**Run 1: clock nets**

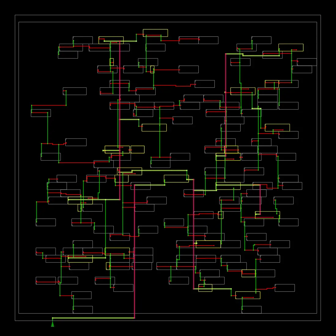
**Run 1: routed clock nets over the placement**

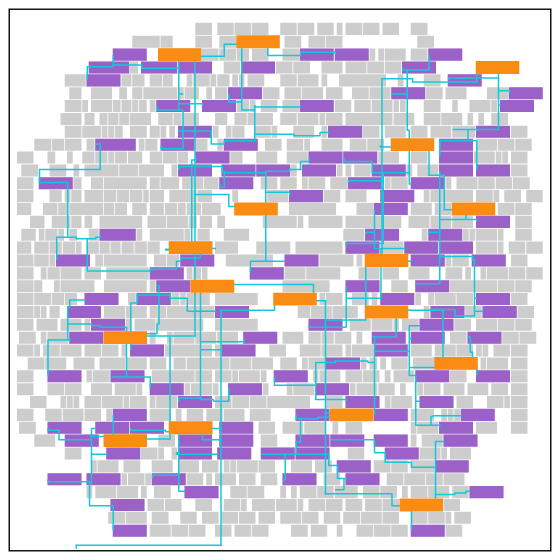
**Run 1: placed cells, one color a class**

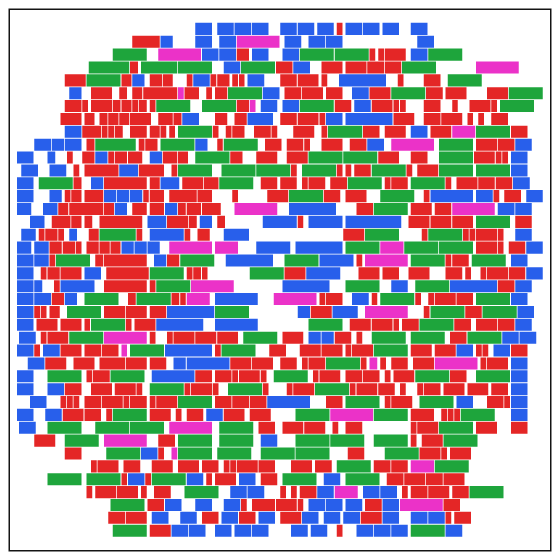
$ cat config.mk
export PLATFORM = sky130hd
export DESIGN_NAME = tx_header_ser
export DESIGN_NICKNAME = d
export VERILOG_FILES = /design/src/rtl/tx_header_ser.sv
export SDC_FILE = /design/constraint.sdc
export NUM_CORES = 1
export LEC_CHECK = 0
export CAP_MARGIN = 20
export CORE_UTILIZATION = 51
export CTS_CLUSTER_DIAMETER = 60
export DETAILED_ROUTE_END_ITERATION = 12
export PLACE_DENSITY = 0.91
export RECOVER_POWER = 25
export SLEW_MARGIN = 30
export SYNTH_ARGS = -nofsm -noshare
export SYNTH_HDL_FRONTEND = slang
export SYNTH_SLANG_ARGS = --single-unit
$ cat constraint.sdc
create_clock -name clk -period 2.3 [get_ports clk]
set_clock_uncertainty 0.2 [all_clocks]
set_input_delay 0.23 -clock clk [delete_from_list [all_inputs] [get_ports clk]]
set_output_delay 0.23 -clock clk [all_outputs]
set_load 0.005 [all_outputs]
$ cat src/rtl/tx_header_ser.sv
// Transmit framer: serializes a 112-bit Ethernet header MSB-byte-first, passes the
// payload through unchanged and zero-pads short payloads up to the minimum length.

package defines;
    typedef logic [111:0] header;
endpackage

module tx_header_ser #(
    parameter int         HDR_BYTES   = 14,
    parameter int         MIN_PAYLOAD = 46,
    parameter logic [7:0] PAD_BYTE    = 8'h00
) (
    input  logic          clk,
    input  logic          rst_n,
    input  defines::header tx_header,
    input  logic          hdr_valid,
    output logic          hdr_ready,
    input  logic [7:0]    s_tdata,
    input  logic          s_tvalid,
    input  logic          s_tlast,
    output logic          s_tready,
    output logic [7:0]    m_tdata,
    output logic          m_tvalid,
    output logic          m_tlast,
    input  logic          m_tready,
    output logic          busy,
    output logic          frame_done
);

    localparam int PW = $clog2(MIN_PAYLOAD + 1);

    localparam logic [1:0] S_IDLE    = 2'd0;
    localparam logic [1:0] S_HDR     = 2'd1;
    localparam logic [1:0] S_PAYLOAD = 2'd2;
    localparam logic [1:0] S_PAD     = 2'd3;

    localparam logic [3:0]    H_LAST = 4'(HDR_BYTES - 1);
    localparam logic [PW-1:0] P_MAX  = PW'(MIN_PAYLOAD);
    localparam logic [PW-1:0] P_LAST = PW'(MIN_PAYLOAD - 1);

    logic [1:0]     state_q, state_d;
    defines::header sr_q, sr_d;
    logic [3:0]     hcnt_q, hcnt_d;
    logic [PW-1:0]  pcnt_q, pcnt_d;
    logic           frame_done_q, frame_done_d;

    logic           m_hs;
    logic [PW-1:0]  pcnt_inc;

    // Handshake outputs are gated by rst_n so they read 0 for the whole reset
    // cycle, not just after the reset edge has cleared the state register.
    always_comb begin
        // NOTE: every signal written here gets a default first, so no path leaves it unassigned and no latch is inferred.
        hdr_ready = 1'b0;
        s_tready  = 1'b0;
        m_tvalid  = 1'b0;
        m_tdata   = 8'h00;
        m_tlast   = 1'b0;
        if (rst_n) begin
            case (state_q)
                S_IDLE: hdr_ready = 1'b1;
                S_HDR: begin
                    m_tvalid = 1'b1;
                    m_tdata  = sr_q[111:104];
                end
                S_PAYLOAD: begin
                    m_tdata  = s_tdata;
                    m_tvalid = s_tvalid;
                    s_tready = m_tready;
                    m_tlast  = s_tlast && (pcnt_q >= P_LAST);
                end
                S_PAD: begin
                    m_tvalid = 1'b1;
                    m_tdata  = PAD_BYTE;
                    m_tlast  = (pcnt_q == P_LAST);
                end
                default: ;
            endcase
        end
    end

    assign m_hs     = m_tvalid && m_tready;
    assign pcnt_inc = (pcnt_q == P_MAX) ? pcnt_q : pcnt_q + PW'(1);

    always_comb begin
        state_d      = state_q;
        sr_d         = sr_q;
        hcnt_d       = hcnt_q;
        pcnt_d       = pcnt_q;
        frame_done_d = 1'b0;
        case (state_q)
            S_IDLE: begin
                if (hdr_valid) begin
                    sr_d    = tx_header;
                    hcnt_d  = 4'd0;
                    pcnt_d  = '0;
                    state_d = S_HDR;
                end
            end
            S_HDR: begin
                if (m_hs) begin
                    sr_d   = {sr_q[103:0], 8'h00};
                    hcnt_d = hcnt_q + 4'd1;
                    if (hcnt_q == H_LAST) state_d = S_PAYLOAD;
                end
            end
            S_PAYLOAD: begin
                if (m_hs) begin
                    pcnt_d = pcnt_inc;
                    if (s_tlast) begin
                        // pcnt_q >= MIN_PAYLOAD-1 is the same test as pcnt+1 >= MIN_PAYLOAD
                        if (pcnt_q >= P_LAST) begin
                            state_d      = S_IDLE;
                            frame_done_d = 1'b1;
                        end else begin
                            state_d = S_PAD;
                        end
                    end
                end
            end
            S_PAD: begin
                if (m_hs) begin
                    pcnt_d = pcnt_inc;
                    if (m_tlast) begin
                        state_d      = S_IDLE;
                        frame_done_d = 1'b1;
                    end
                end
            end
            default: state_d = S_IDLE;
        endcase
    end

    always_ff @(posedge clk) begin
        if (!rst_n) begin
            state_q      <= S_IDLE;
            sr_q         <= '0;
            hcnt_q       <= 4'd0;
            pcnt_q       <= '0;
            frame_done_q <= 1'b0;
        end else begin
            // NOTE: non-blocking assignments so every flop samples the pre-edge values computed above.
            state_q      <= state_d;
            sr_q         <= sr_d;
            hcnt_q       <= hcnt_d;
            pcnt_q       <= pcnt_d;
            frame_done_q <= frame_done_d;
        end
    end

    assign busy       = (state_q != S_IDLE);
    assign frame_done = frame_done_q;

endmodule

==> flow_summary_export.csv, run 1 <==
group,metric,value,unit
status,status,"finished with violations",
status,violations,"negative setup slack",
final_timing,fin_ws,-0.0194,ns
grt,grt.busiest_layer,"met2",
final_timing,slew_violations,0,
synthesis,synth_cell_types,41,
final_timing,max_freq,431,MHz
worst_setup_path,cp-end-kind,"flop",
worst_setup_path,rr_startpoint,"state_q[1]",
worst_setup_path,cp.depth,10,
worst_setup_path,reg2reg_to,"state_q[1]",
grt,use_met2,52.8,%
worst_setup_path,crit_chain,"inv_4, buf_6, ha_4, buf_6, buf_4, buf_16, a21oi_4, o221a_4, a31oi_1, a311oi_2",
synthesis,synth_flop_count,125,
synthesis,synthFlopType,"dfxtp_1",
final_layout,logic_gates,431,
worst_setup_path,crit_fanout,23,
drt,viasPerCell,5.75,
grt,antenna_found_initial,0,
final_layout,nets,915,
worst_setup_path,required,2.41,ns
drt,wl_per_cell,19.3,um
final_layout,num-fill-cells,749,
place,place_hpwl,10.9,mm
final_timing,finalHoldViolations,0,
final_layout,final_area,9230,sq um
power_and_ir_drop,ir_drop,0.000818,V
synthesis,top_cells_by_area,"dfxtp_1 (39%), a211oi_2 (21%), mux2i_1 (16%), nor2_1 (7.6%), buf_6 (2.3%)",
job,max_cap_violations,0,
hold_path,worstHoldStart,"tx_header[1]",
synthesis,ys_chip_area,6410,sq um
place,gp_congestion,0.867,
grt,grt_use_met1,30.4,%
die,core-area,12100,sq um
grt,grt_max_degree,63,
final_timing,setup_viol,2,
clock_tree,cts_hold_buf,0,
synthesis,ys_cells,617,
final_layout,n_antenna_cell,0,
worst_setup_path,worstPathArrival,2.43,ns
worst_setup_path,crit_buf_inv,5,
final_layout,final_cell_mix,"nor2_1 (126), clkdlybuf4s50_1 (126), dfxtp_1 (121), a211oi_2 (104), mux2i_1 (102)",
power_and_ir_drop,power,14.8,mW
die,num_tap_cells,168,
worst_setup_path,critPathMaxStageDelay,0.37,ns
final_timing,max_slew_margin,42.6,%
worst_setup_path,cp_top_family,"AND-OR/OR-AND gates",
final_layout,clkCellAreaFrac,5.72,%
hold_path,min_path_type,"input pin to flop",
About 'clock nets':
Late-Pin Clk Latency: 0.42 ns
# clock sinks: 125
total CTS buffers: 17
clk pwr: 2.44 mW

About 'routed clock nets over the placement':
Purple marks flip-flops, count 125. Orange marks cells driving clock nets, count 17. Cyan marks clock wires, length 1,640 um.
There are 18 routed clock nets.

About 'placed cells, one color a class':
Blue marks other buffers and delay cells, cells 194, share of their area 25%. Magenta marks clock drivers and dummy loads, cells 28, share of their area 5.9%. Green marks flops, cells 125, share of their area 28%. Red marks all other logic, cells 440, share of their area 42%.

-- run 1: logic make-up after synthesis --
kind of cell | Yosys count | share of synthesized area (%)
buf+inv | 61 | 5.99
simple gates | 163 | 10.7
fa+ha+maj | 11 | 2.15
compound gates | 147 | 24.9
xor+xnor | 4 | 0.546
flops | 125 | 39.0
mux | 106 | 16.6
-- run 1: power by group --
group	leakage (nW)	internal, mW	total [mW]	switching, mW
combinational	2.07	4.27	8.64	4.37
clock	0.261	1.52	2.44	0.914
sequential	1.03	3.15	3.76	0.605
total	3.36	8.95	14.8	5.88
-- run 1: cells in the mapped netlist, drive strengths merged (3+ instances only) --
| library cell | number |
|---|---|
| nor2 | 131 |
| dfxtp | 125 |
| a211oi | 107 |
| mux2i | 104 |
| buf | 37 |
| a22oi | 16 |
| clkbuf | 15 |
| ha | 11 |
| a21oi | 10 |
| inv | 9 |
| nand2 | 7 |
| o21ai | 6 |
| and3 | 3 |
| nand3 | 3 |
| nor3 | 3 |
| o211ai | 3 |
| or3 | 3 |
-- run 1: flip-flops by register name, indices dropped and copies added, names as in the netlist --
signal and count:
state_q 2, sr_q 112, frame_done 1, hcnt_q 4, pcnt_q 6
-- run 1: worst max-delay path by stage --
stage,from,to
after floorplan,state_q[0],sr_q[0]
after global placement,state_q[1],sr_q[11]
after detailed placement,state_q[1],sr_q[83]
after CTS,state_q[1],sr_q[19]
after global routing,state_q[1],state_q[1]
final,state_q[1],state_q[1]
-- run 1: what timing repair did --
| item | 4_1_cts | 5_1_grt |
|---|---|---|
| cloned | 8 | 6 |
| pin swaps | 6 | 20 |
| gates resized | 51 | 32 |
| endpoints found under the setup margin | 65 | 111 |
| buffers inserted | 18 | 6 |
==> run 2: changes to the inputs <==
Settings changed: CAP_MARGIN 20 to default.
**Run 2: placed cells, one color a class**

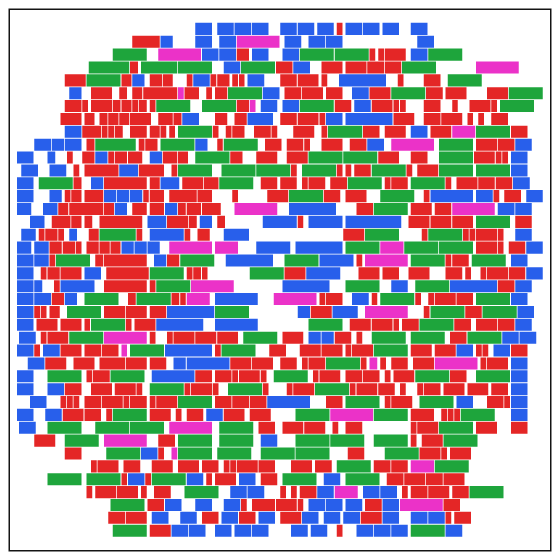
Magenta marks clock drivers and dummy loads, cells 28, share of their area 5.9%. Green marks flops, cells 125, share of their area 28%. Blue marks other buffers and delay cells, cells 194, share of their area 25%. Red marks all other logic, cells 440, share of their area 42%.

==> run 2 against run 1 <==
Compared with the run above:
- the flow still finishes with violations (negative setup slack)
- core utilization unchanged
- design area unchanged
- area after synthesis unchanged
- combinational power about the same
- cell count unchanged
- maximum frequency unchanged
- critical path depth unchanged
- first-iteration DRC count unchanged
- critical endpoint unchanged
- die size unchanged
==> flow_summary_export.csv, run 2 <==
group,metric,value,unit
final_timing,setup_viol,2,
synthesis,top_cells_by_area,"dfxtp_1 (39%), a211oi_2 (21%), mux2i_1 (16%), nor2_1 (7.6%), buf_6 (2.3%)",
final_timing,max_freq,431,MHz
final_layout,biggestRegsByFlops,"sr_q x112, pcnt_q x6, hcnt_q x4",
final_timing,fin_tns_setup,-0.0383,ns
synthesis,ys_cells,617,
final_layout,final_cell_mix,"nor2_1 (126), clkdlybuf4s50_1 (126), dfxtp_1 (121), a211oi_2 (104), mux2i_1 (102)",
grt,gr-total-overflow,0,
synthesis,ys_sh_aoi,24.9,%
place,place_hpwl,10.9,mm
drt,viasPerCell,5.75,
synthesis,synth_cell_types,41,
hold_path,min_path_type,"input pin to flop",
final_layout,max_flop_register,"sr_q",
synthesis,synthAdderAreaFrac,2.15,%
die,core-area,12100,sq um
worst_setup_path,required,2.41,ns
synthesis,yosysMostFrequentCell,"nor2_1",
clock_tree,clk_latency,0.42,ns
clock_tree,numCtsBuffers,17,
final_layout,num-fill-cells,749,
synthesis,ys_chip_area,6410,sq um
grt,antenna_found_initial,0,
synthesis,simple_gate_area_share,10.7,%
worst_setup_path,critPathMaxStageDelay,0.37,ns
final_timing,fin_ws,-0.0194,ns
synthesis,synthFlopType,"dfxtp_1",
worst_setup_path,crit_chain,"inv_4, buf_6, ha_4, buf_6, buf_4, buf_16, a21oi_4, o221a_4, a31oi_1, a311oi_2",
final_layout,nets,915,
grt,grt_pass1_vias,5890,
power_and_ir_drop,ir_drop,0.000818,V
synthesis,ys_top_cells_by_count,"nor2_1 (130), dfxtp_1 (125), a211oi_2 (106), mux2i_1 (104), a22oi_1 (16)",
final_timing,finalHoldViolations,0,
power_and_ir_drop,power,14.8,mW
synthesis,ys_sh_xor,0.546,%
job,max_cap_violations,0,
final_layout,largest_reg_flops,112,
clock_tree,cts_hold_buf,0,
grt,grt_max_degree,63,
drt,wl_per_cell,19.3,um
final_layout,n_antenna_cell,0,
final_timing,max_slew_margin,42.6,%
clock_tree,cts_num_sinks,125,
place,gp_congestion,0.867,
power_and_ir_drop,p_leak,3.36,nW
final_timing,slew_violations,0,
status,status,"finished with violations",
synthesis,top_logic_kind,"AND-OR/OR-AND gates",
synthesis,synth_flop_count,125,
status,violations,"negative setup slack",
**Run 2: routed clock nets over the placement**

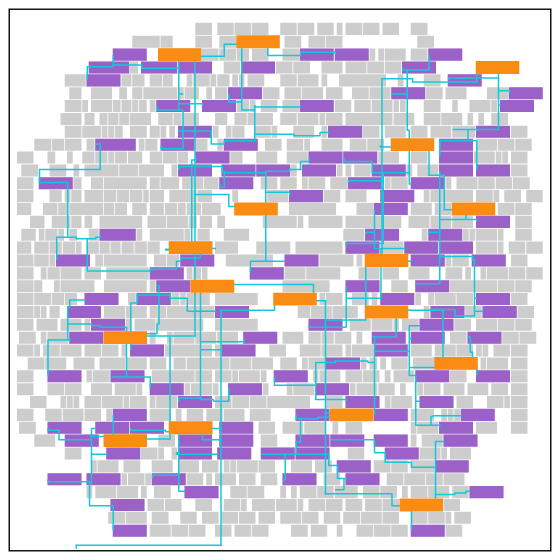
Cyan marks clock wires, length 1,640 um. Purple marks flip-flops, count 125. Orange marks cells driving clock nets, count 17.
Position of the flops: widely spread.

==> run 2: cell counts after synthesis <==
Identical to the previous run, type by type.
==> run 2: what timing repair did <==
| action | CTS | global route |
|---|---|---|
| setup endpoints to repair | 65 | 111 |
| cloned | 8 | 6 |
| setup buffers | 18 | 6 |
| pin swaps | 6 | 20 |
| resized | 51 | 32 |
==> run 2: worst max-delay path: cells and delay by family (launching register included) <==
| kind | cells | cell delay, ns |
|---|---|---|
| adders and majority gates | 1 | 0.18 |
| buffers and inverters | 5 | 0.63 |
| DFF | 1 | 0.37 |
| AOI/OAI and AO/OA | 4 | 0.80 |
==> run 2: power by group <==
group	internal, mW	switching [mW]	total, mW	leakage (nW)
clock	1.52	0.914	2.44	0.261
sequential	3.15	0.605	3.76	1.03
combinational	4.27	4.37	8.64	2.07
==> run 2: layout make-up <==
type	instances	area share, %
Sequential cell	125	27.2
Multi-Input combinational cell	431	40.1
Inverter	9	0.447
Tap cell	168	2.28
Clock buffer	27	5.67
Timing Repair Buffer	194	24.2
Clock inverter	1	0.0542
==> run 2: final timing paths <==
check                to          from  slack, ns
max reg2reg  state_q[1]    state_q[1]      -0.02
min             sr_q[1]  tx_header[1]       0.24
min reg2reg   hcnt_q[1]     hcnt_q[1]       0.31
max          state_q[1]    state_q[1]      -0.02
==> run 2: metrics by stage <==
step | cells | instance area (sq um)
CTS | 947 | 9070
finish | 955 | 9230
global route | 955 | 9230
global placement | 893 | 7970
detailed placement | 893 | 7970
floorplan | 617 | 6410
==> run 2: routing by layer <==
metal  global-route usage, %  wire (um)
met5                       0          0
met4                    14.3        584
met3                    5.82        851
met2                    52.8       9820
met1                    30.4       7190
No activity file was given, so power comes from the tool's default toggle rates.
